### M1 wires, run 1

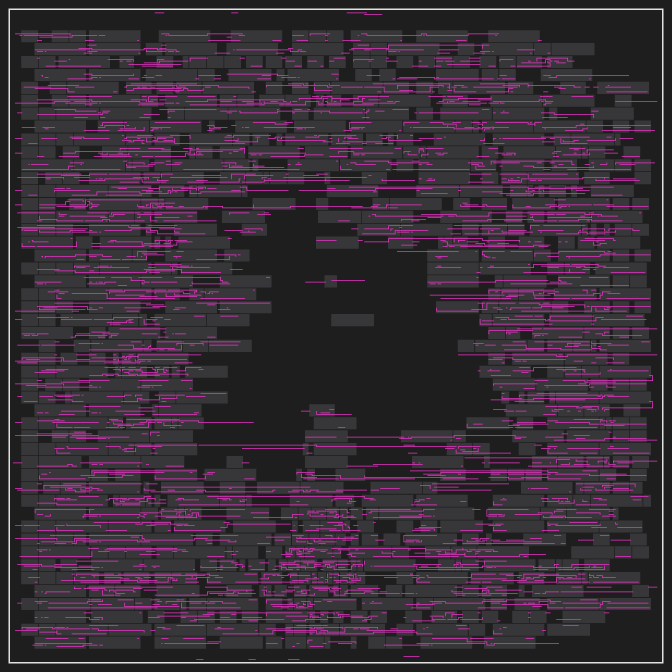
### Metal 2, run 1

Scale bar: 50 um.
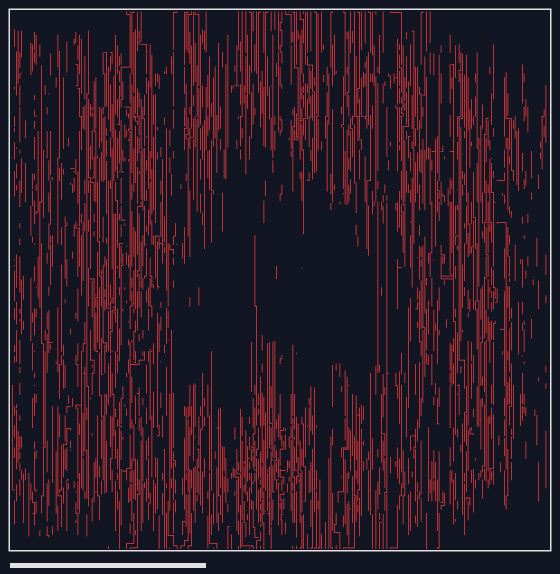
### M3 wires, run 1

Scale bar: 50 um.
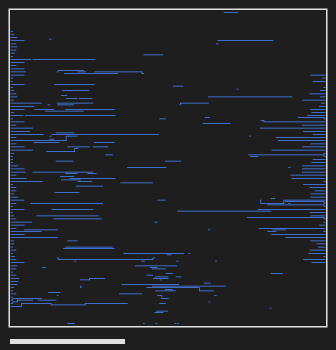
==> config.mk <==
export PLATFORM = sky130hd
export DESIGN_NAME = wb_arbiter
export DESIGN_NICKNAME = d
export VERILOG_FILES = /design/src/rtl/wb_pkg.sv /design/src/rtl/rr_arbiter.sv /design/src/rtl/wb_arbiter.sv
export SDC_FILE = /design/constraint.sdc
export NUM_CORES = 1
export LEC_CHECK = 0
export CAP_MARGIN = 5
export CORE_MARGIN = 2
export CORE_UTILIZATION = 53
export DETAILED_ROUTE_END_ITERATION = 8
export PLACE_DENSITY = 0.95
export SETUP_SLACK_MARGIN = 0.4
export SLEW_MARGIN = 20
export SYNTH_ARGS = -nofsm -noshare
export SYNTH_HDL_FRONTEND = slang
export SYNTH_SLANG_ARGS = --single-unit
==> constraint.sdc <==
create_clock -name clk -period 7.8 [get_ports clk]
set_clock_uncertainty 0.1 [all_clocks]
set_input_delay 1.95 -clock clk [delete_from_list [all_inputs] [get_ports clk]]
set_output_delay 1.95 -clock clk [all_outputs]
set_load 0.05 [all_outputs]
==> flow_summary.rst, run 1 <==
Metrics
=======

.. list-table::
   :header-rows: 1

   * - Metric
     - Value
   * - Maximum number of buffers from clock root to sink
     - 3
   * - Tally of OpenROAD warnings
     - 26
   * - Proportion of total power due to net switching
     - 31.0%
   * - Relative contribution of the clock network to total power
     - 30.9%
   * - Critical-path cell with the highest stage delay
     - sky130_fd_sc_hd__clkdlybuf4s50_1
   * - Most common cell in the synthesized netlist
     - sky130_fd_sc_hd__edfxtp_1
   * - Total met3 wirelength after detailed routing
     - 2170 um
   * - Final number of max-transition violations
     - 0
   * - Initial Utilization
     - 54.4%
   * - Max Clk Rate
     - 158 MHz
   * - Global-route wire length before repair
     - 36000 um
   * - Main synth FF type
     - sky130_fd_sc_hd__edfxtp_1
   * - CTS hold repair buffers
     - 0
   * - Register-to-Register Setup Slack
     - 4350 ps
   * - Pre-antenna DRT Iters
     - 4
   * - Net switching power of the design
     - 1110 uW
   * - Post-placement setup slack
     - 1520 ps
   * - Area of the placeable core
     - 0.0174 mm^2
   * - Synth Area per Inst
     - 18.3 um^2
   * - Cell count after placement
     - 954
   * - Static Leakage
     - 0.00441 uW
   * - Largest fanout on the critical path
     - 12
   * - Post-Route Setup TNS
     - 0 ps
   * - Area post-placement
     - 0.0119 mm^2
   * - Async S/R FF share, synth
     - 22.4%
   * - GRT busiest layer
     - met2
   * - Count of buffering cells on the critical path with inverters included
     - 3
   * - Fraction of post-synthesis cell area in the top cell type by area
     - 58.5%
   * - Worst Hold Depth
     - 2
   * - Postcts setup bufs
     - 0
   * - DR DRC count
     - 0
   * - Via/cell ratio
     - 5.97
   * - Total number of nets in the final design
     - 946
   * - Remaining max-slew budget at the tightest pin
     - 30.1%
   * - Antenna Cells
     - 0
   * - Post-synthesis instance area
     - 0.00944 mm^2
   * - Hpwl dp
     - 15300 um
   * - List of most frequent post-synthesis cells
     - 184 x sky130_fd_sc_hd__edfxtp_1, 80 x sky130_fd_sc_hd__o221ai_2, 53 x sky130_fd_sc_hd__dfrtp_1
   * - Power of the sequential group
     - 1590 uW
   * - Distinct cell type count after synthesis
     - 35
   * - Most frequent standard cell in the layout excluding fill and tap cells
     - sky130_fd_sc_hd__clkdlybuf4s50_1
   * - Total cell area reported by yosys after synthesis
     - 0.00944 mm^2
   * - Clock-pin slew on the worst setup and hold paths
     - 60 ps
   * - Uppermost signal routing layer after detailed routing
     - met4
   * - Worst hold-check slack
     - 399 ps
   * - Slowest stage delay, CP
     - 900 ps
   * - Power Internal
     - 2470 uW
   * - Routability Congestion
     - 0.865
   * - Dominant cell type by count on the critical path
     - sky130_fd_sc_hd__clkdlybuf4s50_1
   * - Synthesized instance count
     - 515
   * - Share of the core filled with cells in the final layout
     - 73.1%
   * - Initial antenna violation count
     - 0
   * - Compound-gate portion of the synthesized area
     - 15.9%
   * - Count of cell instances traversed by the critical path
     - 4
   * - RSZ-0062 raised after global routing
     - no
   * - Outcome
     - complete, no violations
   * - Type of the most critical hold path
     - register to register
   * - Vertical die dimension
     - 137 um
   * - Worst vdd ir
     - 0.248 mV
   * - Number of flip-flops in the largest register
     - 128
   * - Sum of routed wire segments on met1
     - 8930 um
   * - Fill count
     - 993
   * - Worst Path Required
     - 5750 ps
   * - Critical path, cell by cell
     - clkdlybuf4s50_1, inv_1, a21boi_1, clkdlybuf4s50_1
   * - First-iteration detailed-routing DRC count
     - 409
   * - Cell Rows
     - 48
   * - Largest net degree at the start of global routing
     - 54
   * - Leading power group
     - sequential cells
   * - Count of library flops with an enable pin
     - 184
   * - TritonCTS sink count
     - 237
   * - Max H-tree Level
     - 1
   * - Area of all placed cells without fillers
     - 0.0127 mm^2
   * - Max-cap check violation count
     - 0
   * - Vias in the first global route
     - 6433
   * - Sequential element share of the synthesized area
     - 72.6%
   * - Final count of negative-setup-slack endpoints
     - 0
   * - Layout cell share with drive strength beyond 1
     - 23.3%
   * - Final Hold Fails
     - 0
   * - Global router's overall resource usage
     - 25.7%
   * - Post-layout period usage
     - 81.1%
   * - Library cell with the largest summed area after synthesis
     - sky130_fd_sc_hd__edfxtp_1
   * - Worst Slack Setup Final
     - 1470 ps
   * - Number of synthesized register bits
     - 237
   * - Syn nets
     - 706
Back to the opening pictures, 'M1 wires':
main direction	horizontal
nets with wire on the layer	825
longest straight run	37.7 um
wire length on this layer	8930 um
total wire length after detailed routing: 24200 um
GR Layer Usage met1: 31.7%
number of vias in the routed layout: 5951

Back to the opening pictures, 'Metal 2':
longest straight run	74.5 um
wire length on this layer	12400 um
met2 GRT Util: 45.1%

Back to the opening pictures, 'M3 wires':
nets with wire on the layer	208
main direction	horizontal
share of all routed wire	9.0%
wire length on this layer	2170 um
longest straight run	46.5 um
grt met3 use: 5.63%

==> run 1: area by class of cell <==
class / instances / area (um^2) / area share, %
clock inverter: 14 / 120 / 0.946
tap: 225 / 282 / 2.22
inverter: 7 / 26.3 / 0.207
sequential: 237 / 6850 / 54.0
timing repair buffer: 250 / 2470 / 19.5
multi-input combinational: 235 / 2300 / 18.1
clock buffer: 28 / 637 / 5.02
==> run 1: worst reg2reg max path, stage by stage, from the launching register on <==
cell and delay (ps):
sky130_fd_sc_hd__dfrtp_1 620, sky130_fd_sc_hd__nor2_1 120, sky130_fd_sc_hd__nand2_1 90, sky130_fd_sc_hd__nand2_2 580, sky130_fd_sc_hd__inv_1 310, sky130_fd_sc_hd__o21a_2 700, sky130_fd_sc_hd__buf_4 500, sky130_fd_sc_hd__o221ai_1 220
sky130_fd_sc_hd__nand3_1 130
### Signal wires on met4, run 1

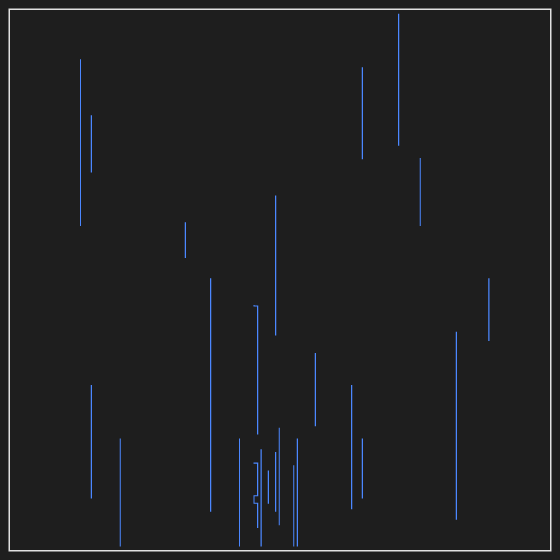

==> run 1 -> run 2 <==
CORE_UTILIZATION = 49   (was 53)
PLACE_DENSITY = 0.9   (was 0.95)
clock period = 6.5 ns   (was 7.8 ns; I/O delays follow)
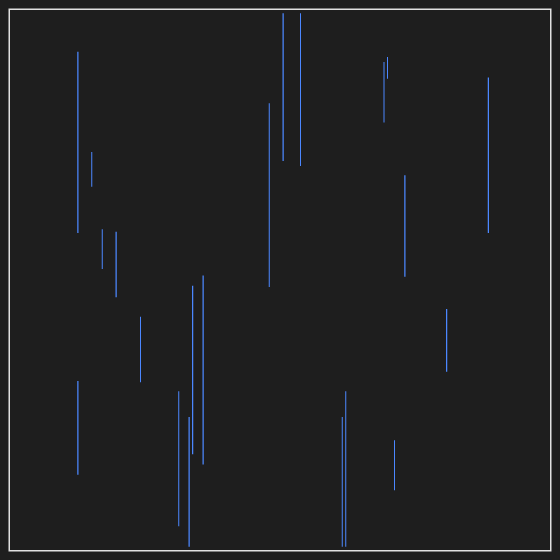
*Signal wires on met4, run 2*
main direction	vertical
wire length on this layer	608 um
number of vias in the routed layout: 5816
total wire length after detailed routing: 23800 um

==> run 2 against run 1 <==
Net effect: first-iteration DRC count decreased by 27%; sequential power increased by 19%; synthesized area unchanged; design area increased by 1.6%; setup slack got worse by 390 ps; count of clock-buffer cells in the layout increased by 1; global-route usage decreased by 2.1 points; via count decreased by 2.3%; die area increased by 7.9%; combinational power increased by about 20%; synthesized cell count unchanged; core utilization decreased by 4.6 points; critical endpoint unchanged; largest cell class unchanged.
==> flow_summary.rst, run 2 <==
Metrics
=======

.. list-table::
   :header-rows: 1

   * - Metric
     - Value
   * - Antenna Cells
     - 0
   * - Count of cell instances traversed by the critical path
     - 5
   * - Top comb family, area
     - AND-OR/OR-AND gates
   * - Remaining max-slew budget at the tightest pin
     - 29.8%
   * - Cell count after placement
     - 994
   * - Most frequent standard cell in the layout excluding fill and tap cells
     - sky130_fd_sc_hd__clkdlybuf4s50_1
   * - Post-Synth Adder-Cell Area
     - 0%
   * - Post-synthesis instance area
     - 0.00944 mm^2
   * - Slowest stage delay, CP
     - 880 ps
   * - Total number of nets in the final design
     - 953
   * - Latency at later pin
     - 520 ps
   * - Count of library flops with an enable pin
     - 184
   * - Area of the placeable core
     - 0.0188 mm^2
   * - Worst hold-check slack
     - 392 ps
   * - Combinational cell power
     - 1060 uW
   * - Critical-path cell with the highest stage delay
     - sky130_fd_sc_hd__clkdlybuf4s50_1
   * - Met2 GRT Util
     - 42.2%
   * - Sum of routed wire segments on met1
     - 8970 um
   * - Full die area
     - 0.0204 mm^2
   * - Uppermost signal routing layer after detailed routing
     - met4
   * - Layout cell share with drive strength beyond 1
     - 25.0%
   * - List of most frequent post-synthesis cells
     - 184 x sky130_fd_sc_hd__edfxtp_1, 80 x sky130_fd_sc_hd__o221ai_2, 53 x sky130_fd_sc_hd__dfrtp_1
   * - Register-to-Register Setup Slack
     - 3450 ps
   * - Final number of max-transition violations
     - 0
   * - TritonCTS clock tree
     - done
   * - Worst vdd ir
     - 0.210 mV
   * - Fraction of post-synthesis cell area in the top cell type by area
     - 58.5%
   * - Crit path max-delay family
     - buffers and inverters
   * - Largest fanout on the critical path
     - 12
   * - Global-route wire length before repair
     - 36000 um
   * - Final Hold Fails
     - 0
   * - Proportion of total power due to net switching
     - 30.8%
   * - Number of synthesized register bits
     - 237
   * - Hpwl dp
     - 14900 um
   * - Count of buffering cells on the critical path with inverters included
     - 4
   * - Power Internal
     - 3040 uW
   * - Final critical-path required period
     - 5420 ps
   * - Post-Route Setup TNS
     - 0 ps
   * - Vias in the first global route
     - 6342
   * - Post-placement setup slack
     - 1090 ps
   * - Routability Congestion
     - 0.863
   * - Dominant cell type by count on the critical path
     - sky130_fd_sc_hd__clkdlybuf4s50_1
   * - Postcts setup bufs
     - 0
   * - DR DRC count
     - 0
   * - Tally of OpenROAD warnings
     - 26
   * - Largest net degree at the start of global routing
     - 54
   * - Initial Utilization
     - 50.1%
   * - Signed area change from the synthesized netlist to the final layout
     - 36.6%
   * - Compound-gate portion of the synthesized area
     - 15.9%
   * - Area post-placement
     - 0.0120 mm^2
   * - Net switching power of the design
     - 1360 uW
   * - Async S/R FF share, synth
     - 22.4%
   * - RSZ-0062 raised after global routing
     - no
   * - Max-cap check violation count
     - 0
   * - Most common cell in the synthesized netlist
     - sky130_fd_sc_hd__edfxtp_1
   * - Worst Slack Setup Final
     - 1080 ps
   * - Max H-tree Level
     - 1
   * - Total met3 wirelength after detailed routing
     - 1640 um
   * - Max Clk Rate
     - 185 MHz
   * - Critical path, cell by cell
     - clkdlybuf4s50_1, buf_4, inv_1, a21boi_1, clkdlybuf4s50_1
   * - Sequential Power Share
     - 43.2%
   * - TritonCTS Buffers
     - 25
   * - Global router's overall resource usage
     - 23.5%
   * - Post-DRT Antenna Nets
     - 0
   * - GR Layer Usage met1
     - 29.2%
   * - Synth Area per Inst
     - 18.3 um^2
   * - Pre-antenna DRT Iters
     - 4
   * - Main synth FF type
     - sky130_fd_sc_hd__edfxtp_1
   * - Total power
     - 4400 uW
   * - Power per cell area
     - 341 mW/mm^2
   * - Final count of negative-setup-slack endpoints
     - 0
   * - Relative contribution of the clock network to total power
     - 32.8%
   * - Post-DR wirelength/cell
     - 22.9 um
   * - Category of the most critical setup path
     - input port to primary output
   * - Clock-pin slew on the worst setup and hold paths
     - 60 ps
   * - Area of all placed cells without fillers
     - 0.0129 mm^2
   * - Power of the sequential group
     - 1900 uW
   * - Total cell area reported by yosys after synthesis
     - 0.00944 mm^2
   * - Share of the core filled with cells in the final layout
     - 68.5%
   * - Maximum number of buffers from clock root to sink
     - 3
   * - Fill count
     - 1240
   * - Number of port buffers
     - 241
   * - Worst Hold Depth
     - 2
   * - Leading power group
     - sequential cells
   * - TritonCTS sink count
     - 237
   * - Number of flip-flops in the largest register
     - 128
   * - Syn nets
     - 706
   * - Outcome
     - complete, no violations
   * - Xor and xnor fraction of the mapped netlist area
     - 0%
   * - Post-layout period usage
     - 83.3%
   * - Arrival time worst endpoint
     - 3690 ps
   * - Clock network power
     - 1440 uW
   * - Final cell count without fillers
     - 1041
   * - Top-Level Pins
     - 242
   * - Cell Rows
     - 50
   * - Multi-input logic area
     - 0.00231 mm^2
   * - Sequential element share of the synthesized area
     - 72.6%
   * - Static Leakage
     - 0.00449 uW
   * - Initial antenna violation count
     - 0
   * - Multiplexer share of the synthesized area
     - 0%
   * - Type of the most critical hold path
     - register to register
   * - Register Area
     - 0.00685 mm^2
   * - Cell count in the Yosys report
     - 515
   * - Distinct cell type count after synthesis
     - 35
   * - Synthesized instance count
     - 515
   * - Via/cell ratio
     - 5.59
   * - Die Wd
     - 143 um
   * - GRT busiest layer
     - met2
   * - Vertical die dimension
     - 143 um
   * - Worst Path Required
     - 4780 ps
   * - First-iteration detailed-routing DRC count
     - 300
   * - CTS hold repair buffers
     - 0
   * - Library cell with the largest summed area after synthesis
     - sky130_fd_sc_hd__edfxtp_1
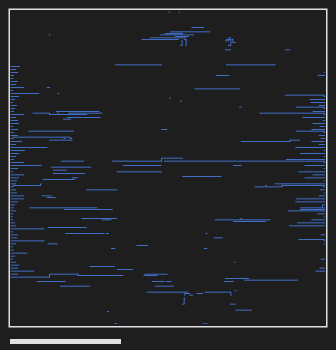
*M3 wires, run 2*
Scale bar: 50 um.
wire length on this layer	1640 um
nets with wire on the layer	171
longest straight run	72.2 um
main direction	horizontal
share of all routed wire	6.9%
grt met3 use: 4.43%

[run 2: netlist changes by cell type in the layout (fill, tap and decap cells not counted), moves of 2 or more]
cell and change:
sky130_fd_sc_hd__nor3b_2 -2, sky130_fd_sc_hd__clkinvlp_4 +2, sky130_fd_sc_hd__buf_4 +5, sky130_fd_sc_hd__nor3b_4 +2, sky130_fd_sc_hd__clkbuf_8 +2, sky130_fd_sc_hd__clkinv_1 -4
sky130_fd_sc_hd__clkinv_4 +2
[run 2: final cells by class]
type                       count  area share, %
clock buffer                  29           5.12
clock inverter                17           1.41
inverter                       7          0.204
multi-input combinational    235           17.9
sequential                   237           53.1
tap                          260           2.52
timing repair buffer         256           19.7
Power figures rest on the tool's default switching activity, not on a simulated workload.
